## src/rtl/hwpe_stream_burst_sequencer_if.sv

```systemverilog
// rtl/hwpe_stream_burst_sequencer_if.sv - source-control handshake bundle between the burst sequencer and a stream source
interface hwpe_stream_burst_sequencer_if #(
    parameter int unsigned ROT_WIDTH = 2
);

    logic                 stream_valid;
    logic                 stream_ready;
    logic                 enable;
    logic                 randomize;
    logic                 new_rotation;
    logic                 force_invalid;
    logic [ROT_WIDTH-1:0] rotation;

    // master: the sequencer (drives source controls, monitors the handshake)
    modport master (
        input  stream_valid,
        input  stream_ready,
        output enable,
        output randomize,
        output new_rotation,
        output force_invalid,
        output rotation
    );

    // slave: the controlled source together with its sink
    modport slave (
        output stream_valid,
        output stream_ready,
        input  enable,
        input  randomize,
        input  new_rotation,
        input  force_invalid,
        input  rotation
    );

endinterface

```

## src/rtl/hwpe_stream_burst_sequencer.sv

```systemverilog
// rtl/hwpe_stream_burst_sequencer.sv - burst/gap sequencer for a stream source; HWPE_STREAM_BURST_SEQ_PERF_EN adds the stall counter
module hwpe_stream_burst_sequencer #(
    parameter int unsigned  DATA_WIDTH = 32,
    parameter int unsigned  LEN_WIDTH  = 16,
    parameter int unsigned  NB_WIDTH   = 8,
    localparam int unsigned NB         = DATA_WIDTH / 8,
    localparam int unsigned ROT_WIDTH  = (NB > 1) ? $clog2(NB) : 1
) (
    input  logic                 clk_i,
    input  logic                 clear_i,
    input  logic                 start_i,
    input  logic [LEN_WIDTH-1:0] burst_len_i,
    input  logic [NB_WIDTH-1:0]  nb_bursts_i,
    input  logic [NB_WIDTH-1:0]  gap_i,
    input  logic [ROT_WIDTH-1:0] rotation_i,
    hwpe_stream_burst_sequencer_if.master ctrl,
    output logic                 busy_o,
    output logic                 done_o,
    output logic [LEN_WIDTH-1:0] beat_cnt_o,
    output logic [NB_WIDTH-1:0]  burst_idx_o,
    output logic [31:0]          stall_cnt_o
);

    typedef enum logic [2:0] {
        IDLE,
        LOAD,
        RUN,
        GAP,
        DONE
    } state_e;

    state_e               state_q, state_d;
    logic [LEN_WIDTH-1:0] len_q;
    logic [NB_WIDTH-1:0]  nb_q;
    logic [NB_WIDTH-1:0]  gap_q;
    logic [ROT_WIDTH-1:0] rot_q;
    logic [LEN_WIDTH-1:0] beat_q;
    logic [NB_WIDTH-1:0]  idx_q;
    logic [NB_WIDTH-1:0]  gap_cnt_q;
    logic                 first_q;

    logic beat;
    logic burst_end;
    logic last_burst;
    logic enable, randomize, new_rotation, force_invalid, busy, done;

    assign beat       = (state_q == RUN) & ctrl.stream_valid & ctrl.stream_ready;
    assign burst_end  = beat & (beat_q == len_q - LEN_WIDTH'(1));
    assign last_burst = (idx_q == nb_q - NB_WIDTH'(1));

    always_comb begin
        state_d       = state_q;
        enable        = 1'b0;
        randomize     = 1'b0;
        new_rotation  = 1'b0;
        force_invalid = 1'b0;
        busy          = 1'b0;
        done          = 1'b0;
        case (state_q)
            IDLE: begin
                if (start_i) state_d = LOAD;
            end
            LOAD: begin
                randomize = 1'b1;
                busy      = 1'b1;
                if (len_q == '0 || nb_q == '0) state_d = DONE;
                else                           state_d = RUN;
            end
            RUN: begin
                enable       = 1'b1;
                busy         = 1'b1;
                new_rotation = first_q;
                if (burst_end) begin
                    if (last_burst)        state_d = DONE;
                    else if (gap_q == '0)  state_d = RUN;
                    else                   state_d = GAP;
                end
            end
            GAP: begin
                enable        = 1'b1;
                force_invalid = 1'b1;
                busy          = 1'b1;
                if (gap_cnt_q == NB_WIDTH'(1)) state_d = RUN;
            end
            DONE: begin
                done    = 1'b1;
                state_d = IDLE;
            end
            default: state_d = IDLE;
        endcase
    end

    always_ff @(posedge clk_i) begin
        if (clear_i) begin
            state_q   <= IDLE;
            len_q     <= '0;
            nb_q      <= '0;
            gap_q     <= '0;
            rot_q     <= '0;
            beat_q    <= '0;
            idx_q     <= '0;
            gap_cnt_q <= '0;
            first_q   <= 1'b0;
        end else begin
            state_q <= state_d;
            case (state_q)
                IDLE: begin
                    // config is captured on the edge into LOAD so LOAD already sees it
                    if (start_i) begin
                        len_q  <= burst_len_i;
                        nb_q   <= nb_bursts_i;
                        gap_q  <= gap_i;
                        rot_q  <= rotation_i;
                        beat_q <= '0;
                        idx_q  <= '0;
                    end
                end
                LOAD: begin
                    beat_q    <= '0;
                    idx_q     <= '0;
                    gap_cnt_q <= '0;
                    first_q   <= 1'b1;
                end
                RUN: begin
                    first_q <= 1'b0;
                    if (burst_end) begin
                        beat_q    <= '0;
                        idx_q     <= idx_q + NB_WIDTH'(1);
                        first_q   <= 1'b1;
                        gap_cnt_q <= gap_q;
                    end else if (beat) begin
                        beat_q <= beat_q + LEN_WIDTH'(1);
                    end
                end
                GAP: begin
                    gap_cnt_q <= gap_cnt_q - NB_WIDTH'(1);
                end
                DONE: begin
                    beat_q <= '0;
                    idx_q  <= '0;
                end
                default: ;
            endcase
        end
    end

`ifdef HWPE_STREAM_BURST_SEQ_PERF_EN
    logic [31:0] stall_q;

    // value stays visible through DONE and is dropped on the way back to IDLE
    always_ff @(posedge clk_i) begin
        if (clear_i || state_q == LOAD || state_q == DONE) begin
            stall_q <= '0;
        end else if (state_q == RUN && ctrl.stream_valid && !ctrl.stream_ready
                     && stall_q != '1) begin
            stall_q <= stall_q + 32'd1;
        end
    end

    assign stall_cnt_o = stall_q;
`else
    assign stall_cnt_o = '0;
`endif

    assign ctrl.enable        = enable;
    assign ctrl.randomize     = randomize;
    assign ctrl.new_rotation  = new_rotation;
    assign ctrl.force_invalid = force_invalid;
    assign ctrl.rotation      = busy ? rot_q : '0;
    assign busy_o             = busy;
    assign done_o             = done;
    assign beat_cnt_o         = beat_q;
    assign burst_idx_o        = idx_q;

endmodule
```

## src/flat_wrapper.sv

```systemverilog
// flat-port wrapper written by rule: the top's interface ports become plain ports
module hwpe_stream_burst_sequencer_flat 
#(
    parameter int unsigned  DATA_WIDTH = 32,
    parameter int unsigned  LEN_WIDTH  = 16,
    parameter int unsigned  NB_WIDTH   = 8,
    localparam int unsigned NB         = DATA_WIDTH / 8,
    localparam int unsigned ROT_WIDTH  = (NB > 1) ? $clog2(NB) : 1
)
  (clk_i, clear_i, start_i, burst_len_i, nb_bursts_i, gap_i, rotation_i, busy_o, done_o, beat_cnt_o, burst_idx_o, stall_cnt_o, ctrl_stream_valid, ctrl_stream_ready, ctrl_enable, ctrl_randomize, ctrl_new_rotation, ctrl_force_invalid, ctrl_rotation);
  hwpe_stream_burst_sequencer_if ctrl_i ();
  input  logic clk_i;
  input  logic clear_i;
  input  logic start_i;
  input  logic [LEN_WIDTH-1:0] burst_len_i;
  input  logic [NB_WIDTH-1:0] nb_bursts_i;
  input  logic [NB_WIDTH-1:0] gap_i;
  input  logic [ROT_WIDTH-1:0] rotation_i;
  output logic busy_o;
  output logic done_o;
  output logic [LEN_WIDTH-1:0] beat_cnt_o;
  output logic [NB_WIDTH-1:0] burst_idx_o;
  output logic [31:0] stall_cnt_o;
  input wire logic [$bits(ctrl_i.stream_valid)-1:0] ctrl_stream_valid;
  input wire logic [$bits(ctrl_i.stream_ready)-1:0] ctrl_stream_ready;
  output wire logic [$bits(ctrl_i.enable)-1:0] ctrl_enable;
  output wire logic [$bits(ctrl_i.randomize)-1:0] ctrl_randomize;
  output wire logic [$bits(ctrl_i.new_rotation)-1:0] ctrl_new_rotation;
  output wire logic [$bits(ctrl_i.force_invalid)-1:0] ctrl_force_invalid;
  output wire logic [$bits(ctrl_i.rotation)-1:0] ctrl_rotation;
  assign ctrl_i.stream_valid = ctrl_stream_valid;
  assign ctrl_i.stream_ready = ctrl_stream_ready;
  assign ctrl_enable = ctrl_i.enable;
  assign ctrl_randomize = ctrl_i.randomize;
  assign ctrl_new_rotation = ctrl_i.new_rotation;
  assign ctrl_force_invalid = ctrl_i.force_invalid;
  assign ctrl_rotation = ctrl_i.rotation;
  hwpe_stream_burst_sequencer #(.DATA_WIDTH(DATA_WIDTH), .LEN_WIDTH(LEN_WIDTH), .NB_WIDTH(NB_WIDTH)) u_core (.clk_i(clk_i), .clear_i(clear_i), .start_i(start_i), .burst_len_i(burst_len_i), .nb_bursts_i(nb_bursts_i), .gap_i(gap_i), .rotation_i(rotation_i), .ctrl(ctrl_i), .busy_o(busy_o), .done_o(done_o), .beat_cnt_o(beat_cnt_o), .burst_idx_o(burst_idx_o), .stall_cnt_o(stall_cnt_o));
endmodule
```

## config.mk

```make
export PLATFORM = sky130hd
export DESIGN_NAME = hwpe_stream_burst_sequencer_flat
export DESIGN_NICKNAME = d
export VERILOG_FILES = /design/src/rtl/hwpe_stream_burst_sequencer_if.sv /design/src/rtl/hwpe_stream_burst_sequencer.sv /design/src/flat_wrapper.sv
export SDC_FILE = /design/constraint.sdc
export NUM_CORES = 1
export LEC_CHECK = 0
export ABC_AREA = 1
export CAP_MARGIN = 10
export CORE_MARGIN = 4
export CORE_UTILIZATION = 51
export CTS_CLUSTER_DIAMETER = 40
export CTS_CLUSTER_SIZE = 40
export DETAILED_ROUTE_END_ITERATION = 12
export MAX_ROUTING_LAYER = met4
export PLACE_DENSITY = 0.89
export SYNTH_ARGS = -nofsm -noshare
export SYNTH_HDL_FRONTEND = slang
export SYNTH_SLANG_ARGS = --single-unit
```

## constraint.sdc

```tcl
create_clock -name clk_i -period 2.5 [get_ports clk_i]
set_clock_uncertainty 0.1 [all_clocks]
set_input_delay 0.625 -clock clk_i [delete_from_list [all_inputs] [get_ports clk_i]]
set_output_delay 0.625 -clock clk_i [all_outputs]
set_load 0.03 [all_outputs]
```

==> impl_metrics.csv <==
group,metric,value,unit
sta,period_used_share,0.9344,
sta,hold_viol,0,
job,drv_cap,0,
sta,max_freq,0.4281,GHz
worst_setup_path,critPathMaxStageDelay,0.74,ns
grt,grt-ovfl-total,0,
yosys,top_cell,"nand2_1",
power,p_per_area,1025,nW/um^2
grt,grtUsageTotal,0.2338,
yosys,yosys_area,4503,sq um
worst_setup_path,crit_buf_inv,1,
power,worst_ir_drop_vdd,0.5272,mV
yosys,syn-mean-instance-area,6.802,sq um
cts,cts_buffers,9,
final_layout,drive_above_1_share,0.09704,
floorplanning,core-area,8636,sq um
cts,cts.sinks,70,
final_layout,nNetsFinal,785,
grt,grt_max_degree,38,
sta,fin_tns_setup,0,ns
grt,use_met1,0.2842,
run_status,outcome,"completed",
placement,routabilityCongestion,0.9580,
worst_hold_path,hp-start,"u_core.rot_q[1]$_SDFFE_PP0P_",
cts,htreeDepth,3,
power,p_leak,2.389,nW
yosys,top_area_frac,0.3112,
worst_setup_path,cp_max_fo,7,
routing,routedWlPerCell,13.94,um
final_layout,n_antenna_cell,0,
routing,drtAntennaViolNets,0,
job,warnings,29,
yosys,yosysUniqueCellTypes,42,
floorplanning,core_util_floorplan,0.5214,
final_layout,syn_to_final_growth,21.53,%
yosys,yosys_cells,662,
worst_setup_path,critPathKind,"reg2out",
cts,clock-root-buffer,"clkbuf_8",
floorplanning,rows,34,
worst_setup_path,startpoint_type,"register",
sta,period_needed,2.336,ns
yosys,yosys_most_used_dff,"dfxtp_1",
yosys,synthesis.area,4503,sq um
grt,grt_use_met2,0.3753,
worst_setup_path,worst_path_dominant_cell_family,"buffers and inverters",
grt,busiest_layer,"met2",
cts,max-clock-path-buffers,2,
sta,rsz0062_at_grt,"no",
final_layout,fill_cells,748,
sta,fin_ws,0.1641,ns
routing,drt-pass1-iter-count,5,
worst_setup_path,crit_required,1.77,ns
routing,route.detailed.drc,0,
yosys,edf_count,0,
worst_setup_path,crit_start,"u_core.burst_idx_o[3]$_SDFFE_PP0P_",
floorplanning,die_w,102.0,um
worst_setup_path,cp_cell_sequence,"clkdlybuf4s50_1",
yosys,ys_async_sr_fraction,0,
worst_setup_path,r2r_start,"u_core.len_q[0]$_SDFFE_PP0P_",
sta,finalMaxSlewViolations,0,
routing,via_per_inst,5.282,
routing,drtIter0Drc,333,
grt,grt_pass1_wl,18.88,mm
cts,tritoncts,"done",
yosys,synthTopCellsByArea,"dfxtp_1 (31%), nand2_1 (9.9%), inv_1 (6.8%)",
floorplanning,die_area,10400,sq um
worst_setup_path,cp_data_arrival_time,1.61,ns
cts,cts_hold_buf,0,
placement,dpl.hpwl,8.914,mm
yosys,numSynthFlops,70,
power,power,5.609,mW
yosys,ys.warnings.count,0,
yosys,synth_top_cell_by_area,"dfxtp_1",
yosys,syn_inst,662,
grt,grt_pass1_vias,4188,
cts,path_clk_slew,0.08,ns
yosys,synthTopCellsByCount,"nand2_1 (119), inv_1 (81), nor2_1 (72)",
grt,antenna_found_initial,0,
sta,setup_viol,0,
yosys,yosysSeqAreaShare,0.3112,
worst_setup_path,slowest_stage,"clkdlybuf4s50_1",
-- per-layer routing --
metal	vias to the layer above	wire length, um
met4	0	285
met3	28	1028
met2	212	5536
met1	2036	4999
li1	2214	-
met5	-	0
-- repair_timing --
item / CTS / global route
setup endpoints to repair: 5 / 25
gates resized: 4 / 4
hold endpoints to repair: 0 / 0
setup buffers: 0 / 0
-- final cells by class --
| cell class | count | area [sq um] | area share |
|---|---|---|---|
| clock inverters | 5 | 106.4 | 0.01943 |
| clock buffers | 10 | 137.6 | 0.02515 |
| well taps | 108 | 135.1 | 0.02469 |
| flip-flops and latches | 70 | 1403 | 0.2563 |
| repair buffers | 86 | 834.6 | 0.1525 |
| inverters | 83 | 312.8 | 0.05716 |
| multi-input cells | 488 | 2544 | 0.4648 |
-- layout by cell type (no fill, tap or decap), types with 6 or more instances in the layout --
cell type        count
o21ai_0             51
nand4_1              6
conb_1              32
nor3_1               6
nand2_1            119
nand2_2              6
a21oi_1             52
nor2_2              15
dfxtp_1             69
clkdlybuf4s50_1     63
xor2_1              27
nor2_1              72
ha_1                 7
clkbuf_8            10
buf_4               16
inv_1               81
nand3_1             51
-- registers in the layout (all words and copies together), names as in the netlist --
| signal | cells |
|---|---|
| u_core.len_q | 16 |
| u_core.burst_idx_o | 8 |
| u_core.nb_q | 8 |
| u_core.rot_q | 2 |
| u_core.first_q | 1 |
| u_core.gap_q | 8 |
| u_core.state_q | 3 |
| u_core.gap_cnt_q | 8 |
| u_core.beat_cnt_o | 16 |
-- power breakdown --
group / switching (mW) / internal [mW] / total, mW
Clock: 0.456 / 0.688 / 1.14
Combinational: 1.86 / 1.03 / 2.90
Sequential: 0.222 / 1.35 / 1.57
-- kinds of logic (layout without fill, tap and decap cells) --
group / Yosys count / after routing / synth area share
and+or+nand+nor: 298 / 298 / 0.3065
AOI/OAI and AO/OA: 115 / 115 / 0.1334
DFF: 70 / 70 / 0.3112
other: 1 / 32 / 0.0008328
adders and majority gates: 8 / 8 / 0.02223
xor gates and xnor gates: 34 / 34 / 0.07224
muxes: 1 / 1 / 0.002223
buffers and inverters: 135 / 184 / 0.1514
-- path summary, 6_finish.rpt --
path | slack [ns] | endpoint | cells after the start
worst max-delay path | 0.16 | burst_idx_o[3] | 1
worst max register to register | 0.21 | u_core.beat_cnt_o[0]$_SDFFE_PP0P_ | 13
worst min-delay path | 0.36 | u_core.rot_q[1]$_SDFFE_PP0P_ | 2
worst min register to register | 0.36 | u_core.rot_q[1]$_SDFFE_PP0P_ | 2
-- through the flow --
| stage | hold slack (ns) | area, sq um | utilization | cells |
|---|---|---|---|---|
| 6_report | 0.3628 | 5473 | 0.6337 | 850 |
| 4_1_cts | 0.3645 | 5463 | 0.6326 | 850 |
| 5_1_grt | 0.4005 | 5473 | 0.6337 | 850 |
| 3_5_place_dp | 0.3524 | 5221 | 0.6046 | 835 |
| 2_1_floorplan | 0.3308 | 4619 | - | 693 |
| 3_3_place_gp | 0.3424 | 5221 | 0.6046 | 835 |
**Sequential cells coloured by netlist name**

Scale: 3 px per um.
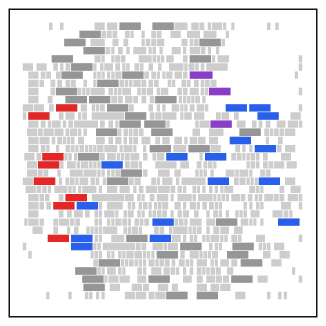
| colour | netlist name | placed flops |
|---|---|---|
| red | `u_core.nb_q` | 8 |
| blue | `u_core.len_q` | 16 |
| purple | `u_core.state_q` | 3 |
Reg area: 1403 sq um
final core occ: 0.6337
sequential share of cell area: 0.2563
Seq power: 1.57 mW

**Signal wires on met3**

Scale: 3 px per um. Cells faint in the background.
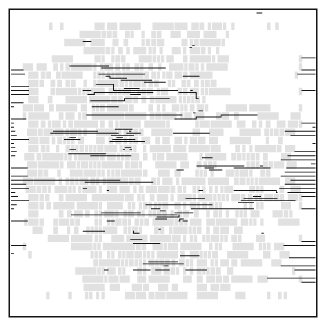
share of all routed wire: 8.7%
main direction: horizontal
wire length on this layer: 1030 um
nets with wire on the layer: 121
DRT Wirelength: 11.85 mm
GR Util met3: 0.04915
routed vias: 4490

**Clock distribution**

Scale: 4 px per um.
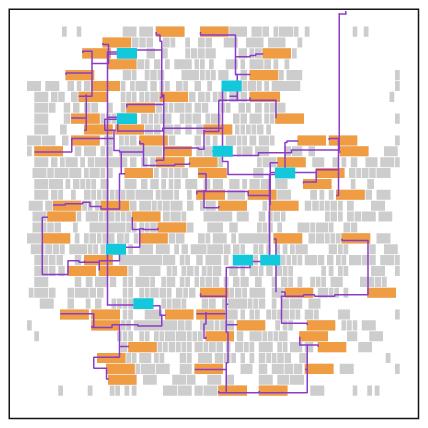
[purple] clock wires | length: 962 um
[cyan] cells driving clock nets | count: 9
[orange] flip-flops | count: 70
routed clock nets: 10
Clk power: 1.14 mW
Late-Pin Clk Latency: 0.35 ns
power share of the clock group: 0.204

No activity file was given, so power comes from the tool's default toggle rates.
